### config.mk
export PLATFORM = sky130hd
export DESIGN_NAME = serial_adder_ctrl
export DESIGN_NICKNAME = d
export VERILOG_FILES = /design/src/rtl/serial_adder_pkg.sv /design/src/rtl/full_adder_s.sv /design/src/rtl/serial_adder_ctrl.sv
export SDC_FILE = /design/constraint.sdc
export NUM_CORES = 1
export LEC_CHECK = 0
export CAP_MARGIN = 30
export CORE_ASPECT_RATIO = 0.7
export CORE_MARGIN = 2
export CORE_UTILIZATION = 45
export DETAILED_ROUTE_END_ITERATION = 6
export PLACE_DENSITY = 0.74
export SKIP_LAST_GASP = 1
export SYNTH_ARGS = -nofsm -noshare
export SYNTH_HDL_FRONTEND = slang
export SYNTH_SLANG_ARGS = --single-unit
### constraint.sdc
create_clock -name clk -period 1.5 [get_ports clk]
set_clock_uncertainty 0.2 [all_clocks]
set_input_delay 0.45 -clock clk [delete_from_list [all_inputs] [get_ports clk]]
set_output_delay 0.45 -clock clk [all_outputs]
set_load 0.05 [all_outputs]
### src/rtl/serial_adder_pkg.sv
// Shared definitions for the bit-serial adder: state encoding and counter sizing.
// SERIAL_ADDER_OVF_EN (in serial_adder_ctrl) adds a signed-overflow output.
package serial_adder_pkg;

    localparam logic [1:0] ST_IDLE  = 2'd0;
    localparam logic [1:0] ST_SHIFT = 2'd1;
    localparam logic [1:0] ST_DONE  = 2'd2;

    typedef enum logic [1:0] {
        IDLE  = ST_IDLE,
        SHIFT = ST_SHIFT,
        DONE  = ST_DONE
    } state_t;

    // Bits needed to count 0..w-1; never less than one bit.
    function automatic int cnt_width(input int w);
        return (w <= 2) ? 1 : $clog2(w);
    endfunction

endpackage

### src/rtl/full_adder_s.sv
// Single-bit full adder cell used as the datapath of the serial adder.
module full_adder_s (
    input  logic a,
    input  logic b,
    input  logic cin,
    output logic sum,
    output logic carry
);

    assign sum   = a ^ b ^ cin;
    assign carry = (a & b) | (a & cin) | (b & cin);

endmodule

### src/rtl/serial_adder_ctrl.sv
// Bit-serial adder: streams operands LSB-first through one full_adder_s cell.
// Defining SERIAL_ADDER_OVF_EN adds the registered two's-complement overflow output ovf.
module serial_adder_ctrl
    import serial_adder_pkg::*;
#(
    parameter int WIDTH = 8
) (
    input  logic             clk,
    input  logic             rst,
    input  logic             start,
    input  logic [WIDTH-1:0] a,
    input  logic [WIDTH-1:0] b,
    input  logic             cin,
    output logic             busy,
    output logic             done,
    output logic [WIDTH-1:0] sum,
`ifdef SERIAL_ADDER_OVF_EN
    output logic             ovf,
`endif
    output logic             cout
);

    localparam int CW = cnt_width(WIDTH);
    localparam logic [CW-1:0] LAST = CW'(WIDTH - 1);

    state_t state, state_next;

    logic [WIDTH-1:0] sh_a;
    logic [WIDTH-1:0] sh_b;
    logic [WIDTH-2:0] sh_s;
    logic [WIDTH-1:0] s_next;
    logic             carry;
    logic [CW-1:0]    cnt;
    logic             fa_sum;
    logic             fa_carry;
    logic             load;
    logic             last;

    full_adder_s u_fa (
        .a     (sh_a[0]),
        .b     (sh_b[0]),
        .cin   (carry),
        .sum   (fa_sum),
        .carry (fa_carry)
    );

    // Only the upper WIDTH-1 result bits need storing; the newest bit comes straight from the cell.
    assign s_next = {fa_sum, sh_s};
    assign load   = start && (state != SHIFT);
    assign last   = (state == SHIFT) && (cnt == LAST);

    always_ff @(posedge clk) begin
        if (rst) begin
            state <= IDLE;
        end else begin
            state <= state_next;
        end
    end

    always_comb begin
        state_next = state;
        busy       = 1'b0;
        done       = 1'b0;
        case (state)
            IDLE: begin
                if (start) state_next = SHIFT;
            end
            SHIFT: begin
                busy = 1'b1;
                if (cnt == LAST) state_next = DONE;
            end
            DONE: begin
                done       = 1'b1;
                state_next = start ? SHIFT : IDLE;
            end
            default: state_next = IDLE;
        endcase
    end

    always_ff @(posedge clk) begin
        if (rst) begin
            sh_a  <= '0;
            sh_b  <= '0;
            sh_s  <= '0;
            carry <= 1'b0;
            cnt   <= '0;
            sum   <= '0;
            cout  <= 1'b0;
`ifdef SERIAL_ADDER_OVF_EN
            ovf   <= 1'b0;
`endif
        end else if (load) begin
            sh_a  <= a;
            sh_b  <= b;
            sh_s  <= '0;
            carry <= cin;
            cnt   <= '0;
        end else if (state == SHIFT) begin
            sh_a  <= {1'b0, sh_a[WIDTH-1:1]};
            sh_b  <= {1'b0, sh_b[WIDTH-1:1]};
            sh_s  <= s_next[WIDTH-1:1];
            carry <= fa_carry;
            cnt   <= cnt + CW'(1);
            if (last) begin
                sum  <= s_next;
                cout <= fa_carry;
`ifdef SERIAL_ADDER_OVF_EN
                // carry still holds the carry into the MSB on the final bit.
                ovf  <= carry ^ fa_carry;
`endif
            end
        end
    end

endmodule

==> run_results.csv <==
group,metric,value,unit
yosys,ys_types,25,
yosys,syn_nets,192,
routing,final_antenna_net_count,0,
yosys,edf_count,0,
critical_path,reg2reg_to,"cout",
place,port_buffers,30,
yosys,synth_area_per_cell,9.37,um^2
global_routing,antenna_found_initial,0,
sta,period_minus_slack,1.63,ns
worst_hold_path,min_to,"sum[7]",
critical_path,cp-start-kind,"flop",
critical_path,crit_start,"state[1]",
sta,max_slew.worst_pin.slew,0.259,ns
routing,viasPerCell,5.21,
layout,syn_to_final_growth,54.8,%
pwr,peakVddDrop,0.000653,V
clock_tree,root_buffer,"clkbuf_8",
critical_path,cp.arrival,0.98,ns
critical_path,r2r_cells,6,
critical_path,worstSetupPathType,"flop to primary output",
global_routing,grt_max_degree,21,
flow_run,warnings,28,
floorplan,num_rows,17,
clock_tree,htreeDepth,2,
yosys,ys_cells,169,
clock_tree,clkTransAtPathRegs,0.07,ns
sta,grt_setup_unrepaired,"yes",
routing,drc_errors,0,
sta,setup_violations,7,
floorplan,die_h,53.6,um
critical_path,critPathCaptureType,"primary output",
yosys,synthCells,169,
sta,maxSlewViolCount,0,
floorplan,floorplan.core_util,48.7,%
critical_path,worst-path-buf-inv,2,
sta,slew-limit-headroom,82.6,%
critical_path,cp.depth,3,
yosys,top_cells_by_count,"dfxtp_1 (38), nand2_1 (36), mux2i_1 (17), nor2_1 (17), a211oi_1 (15)",
layout,fillers,204,
yosys,top_area_share,48.0,%
worst_hold_path,hold_depth,2,
clock_tree,clk_latency,0.29,ns
flow_run,cap_viol_max_count,0,
place,hpwlAfterDp,2270,um
sta,hold_viol,0,
yosys,most_common_cell,"dfxtp_1",
critical_path,r2r_setup_slack,0,ns
layout,final_net_count,234,
floorplan,fp.coreArea,3250,um^2
floorplan,fp.dieW,74.9,um
critical_path,cp_slowest_cell,"dfxtp_2",
clock_tree,clock_sinks,38,
critical_path,path_delay_family,"flip-flops",
status,violations,"negative setup slack",
yosys,ys_seq_share,48.0,%
critical_path,critPathMaxFanout,3,
critical_path,required,0.85,ns
layout,fin_cells,258,
worst_hold_path,min_from,"sum[7]",
yosys,yosys_area,1580,um^2
yosys,topCellsByArea,"dfxtp_1 (48%), mux2i_1 (11%), nand2_1 (8.5%)",
sta,setup_tns,-0.427,ns
critical_path,rr_startpoint,"cnt[1]",
pwr,power,2290,uW
status,outcome,"complete, but fails checks",
layout,antenna_cells,0,
critical_path,slowest_delay,0.34,ns
global_routing,grt_pass1_vias,1200,
floorplan,chipArea,4020,um^2
floorplan,ios,31,
yosys,ys.flops,38,
clock_tree,tritoncts,"built",
global_routing,grt_pass1_wl,5660,um
place,gp_congestion,0.774,
sta,fmax,0.612,GHz
clock_tree,cts_made_buffers,5,
critical_path,cp_cell_sequence,"nand2b_4 > inv_4 > buf_8",
sta,fin_crit_sh,109,%
yosys,synthFlopType,"dfxtp_1",
clock_tree,cts_buffer_depth,2,
yosys,synth_area,1580,um^2
yosys,top_area_cell,"dfxtp_1",
routing,first_pass_iters,4,
pwr,p_leak,0.000939,uW
global_routing,grt_overflow,0,
worst_hold_path,hold_class,"flop to flop",
layout,drive_gt1_share,37.0,%
place,post-place-cells,244,
yosys,async_flop_share,0,%
pwr,p_per_area,934,nW/um^2
yosys,yosysWarningCount,0,
routing,drt_iter0_drc,51,
sta,setup_ws,-0.134,ns
## worst max-delay path by stage
stage | endpoint | slack (ns)
finish | busy | -0.13
global route | busy | -0.16
CTS | busy | -0.13
detailed placement | cnt[0] | -0.33
global placement | cnt[0] | -0.31
floorplan | busy | 0.03
## what timing repair did
action	4_1_cts	5_1_grt
endpoints found under the hold margin	0	0
cloned	1	2
pin swaps	1	15
gates resized	11	37
hold buffers	0	0
endpoints found under the setup margin	24	19
setup buffers	4	1
## kinds of logic after synthesis
group           count (synthesis)  share of synthesized area (%)
xor+xnor                        1                          0.553
compound gates                 35                           16.0
fa+ha+maj                       3                           2.84
simple gates                   60                           15.4
flops                          38                           48.0
mux                            17                           10.7
buf+inv                        15                           6.48
## cells in the final DEF (no fill, tap or decap)
master and count:
nor2_2 1, bufbuf_16 1, buf_12 14, bufinv_16 1
fa_1 1, a2bb2oi_1 1, clkdlybuf4s50_1 18, clkbuf_16 1
nand3b_1 1, buf_4 11, dfxtp_2 8, inv_1 1
a21oi_2 18, dfxtp_4 1, ha_4 2, clkbuf_8 6
and3b_1 1, and3b_2 1, inv_4 1, mux2i_1 17
dfxtp_1 29, a211oi_1 15, xnor2_1 1, nor3_1 2
nand2_4 9, nor2b_4 1, nand2b_4 1, nor2_1 17
dlygate4sd2_1 1, nand2_1 27, a21o_1 1, buf_8 1
## area by class of cell
cell class	instances	area [um^2]	area share [%]
tap	47	58.8	2.40
clock inverter	1	30.0	1.22
sequential	38	774	31.6
inverter	2	10.0	0.408
multi-input combinational	117	872	35.6
timing repair buffer	47	624	25.5
clock buffer	6	82.6	3.37
## worst reg2reg max path, cell delays in order (launching register included)
cell and delay [ns]:
dfxtp_2 0.34, ha_4 0.16, ha_4 0.17, nand3b_1 0.20
clkbuf_16 0.21, nand2_4 0.05, a21oi_2 0.11
## power breakdown
group | total [uW] | internal, uW | switching (uW)
combinational | 317 | 168 | 149
sequential | 1090 | 1060 | 34.4
clock | 880 | 532 | 349
total | 2290 | 1760 | 532
## flip-flops by register name, summed over array words and instances, names as in the netlist
signal  count
carry       1
cnt         3
cout        1
sh_a        8
sh_b        8
sh_s        7
state       2
sum         8
## layer usage
metal  global-route usage (%)  share of wire [%]  up-vias
li1                         -                  -      660
met5                        0                  0        -
met4                     7.74               0.63        0
met3                     7.49                6.9        4
met2                     30.8                 51       41
met1                     24.5                 41      639
## metrics by stage
step           instance area (um^2)  util [%]  worst slack [ns]  hold slack (ns)
6_report                       2450      75.4            -0.134            0.271
2_1_floorplan                  1590         -            0.0264            0.232
4_1_cts                        2280      70.0            -0.127            0.272
3_5_place_dp                   2080      63.9            -0.331            0.262
3_3_place_gp                   2080      63.9            -0.313            0.251
5_1_grt                        2450      75.4            -0.158            0.289
registers.png
The bar under the picture is 20 um long.
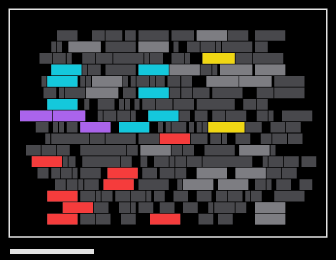
Yellow is state, sequential cells 2. Purple is cnt, sequential cells 3. Cyan is sh_s, sequential cells 7. Red is sh_a, sequential cells 8.
Another 18 sequential cells are not colored.

met3.png
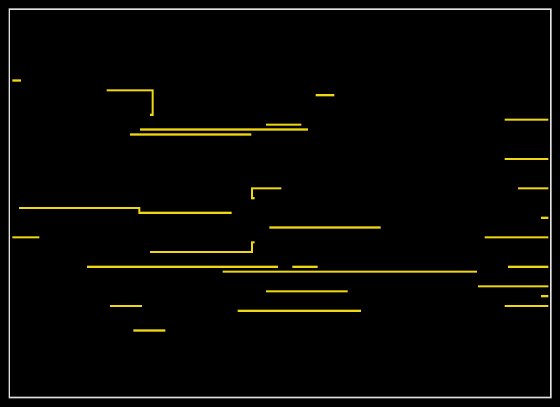
The layer holds 6.9% of the routed length. 22 nets have wire on it. The longest straight run is 35.0 um.
Vias: 1344
GRT met3 Usage: 7.49%
Detailed Route WL: 3990 um

met2.png
The bar under the picture is 20 um long.
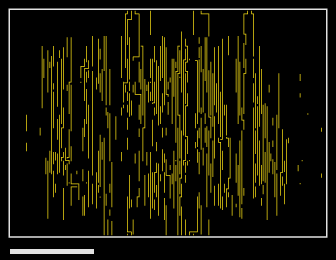
The longest straight run is 27.9 um. The layer carries 2040 um of wire.

final_congestion.png
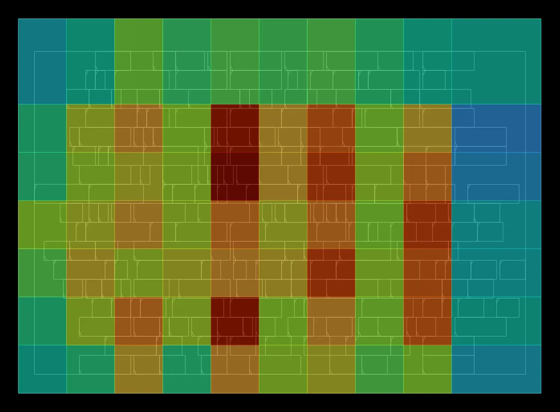
routed len/inst: 15.4 um
GR Util met1: 24.5%
M2 GR Usage: 30.8%
Util after Layout: 75.4%
Tot GR Track Use: 19.6%

Power figures rest on the tool's default switching activity, not on a simulated workload.
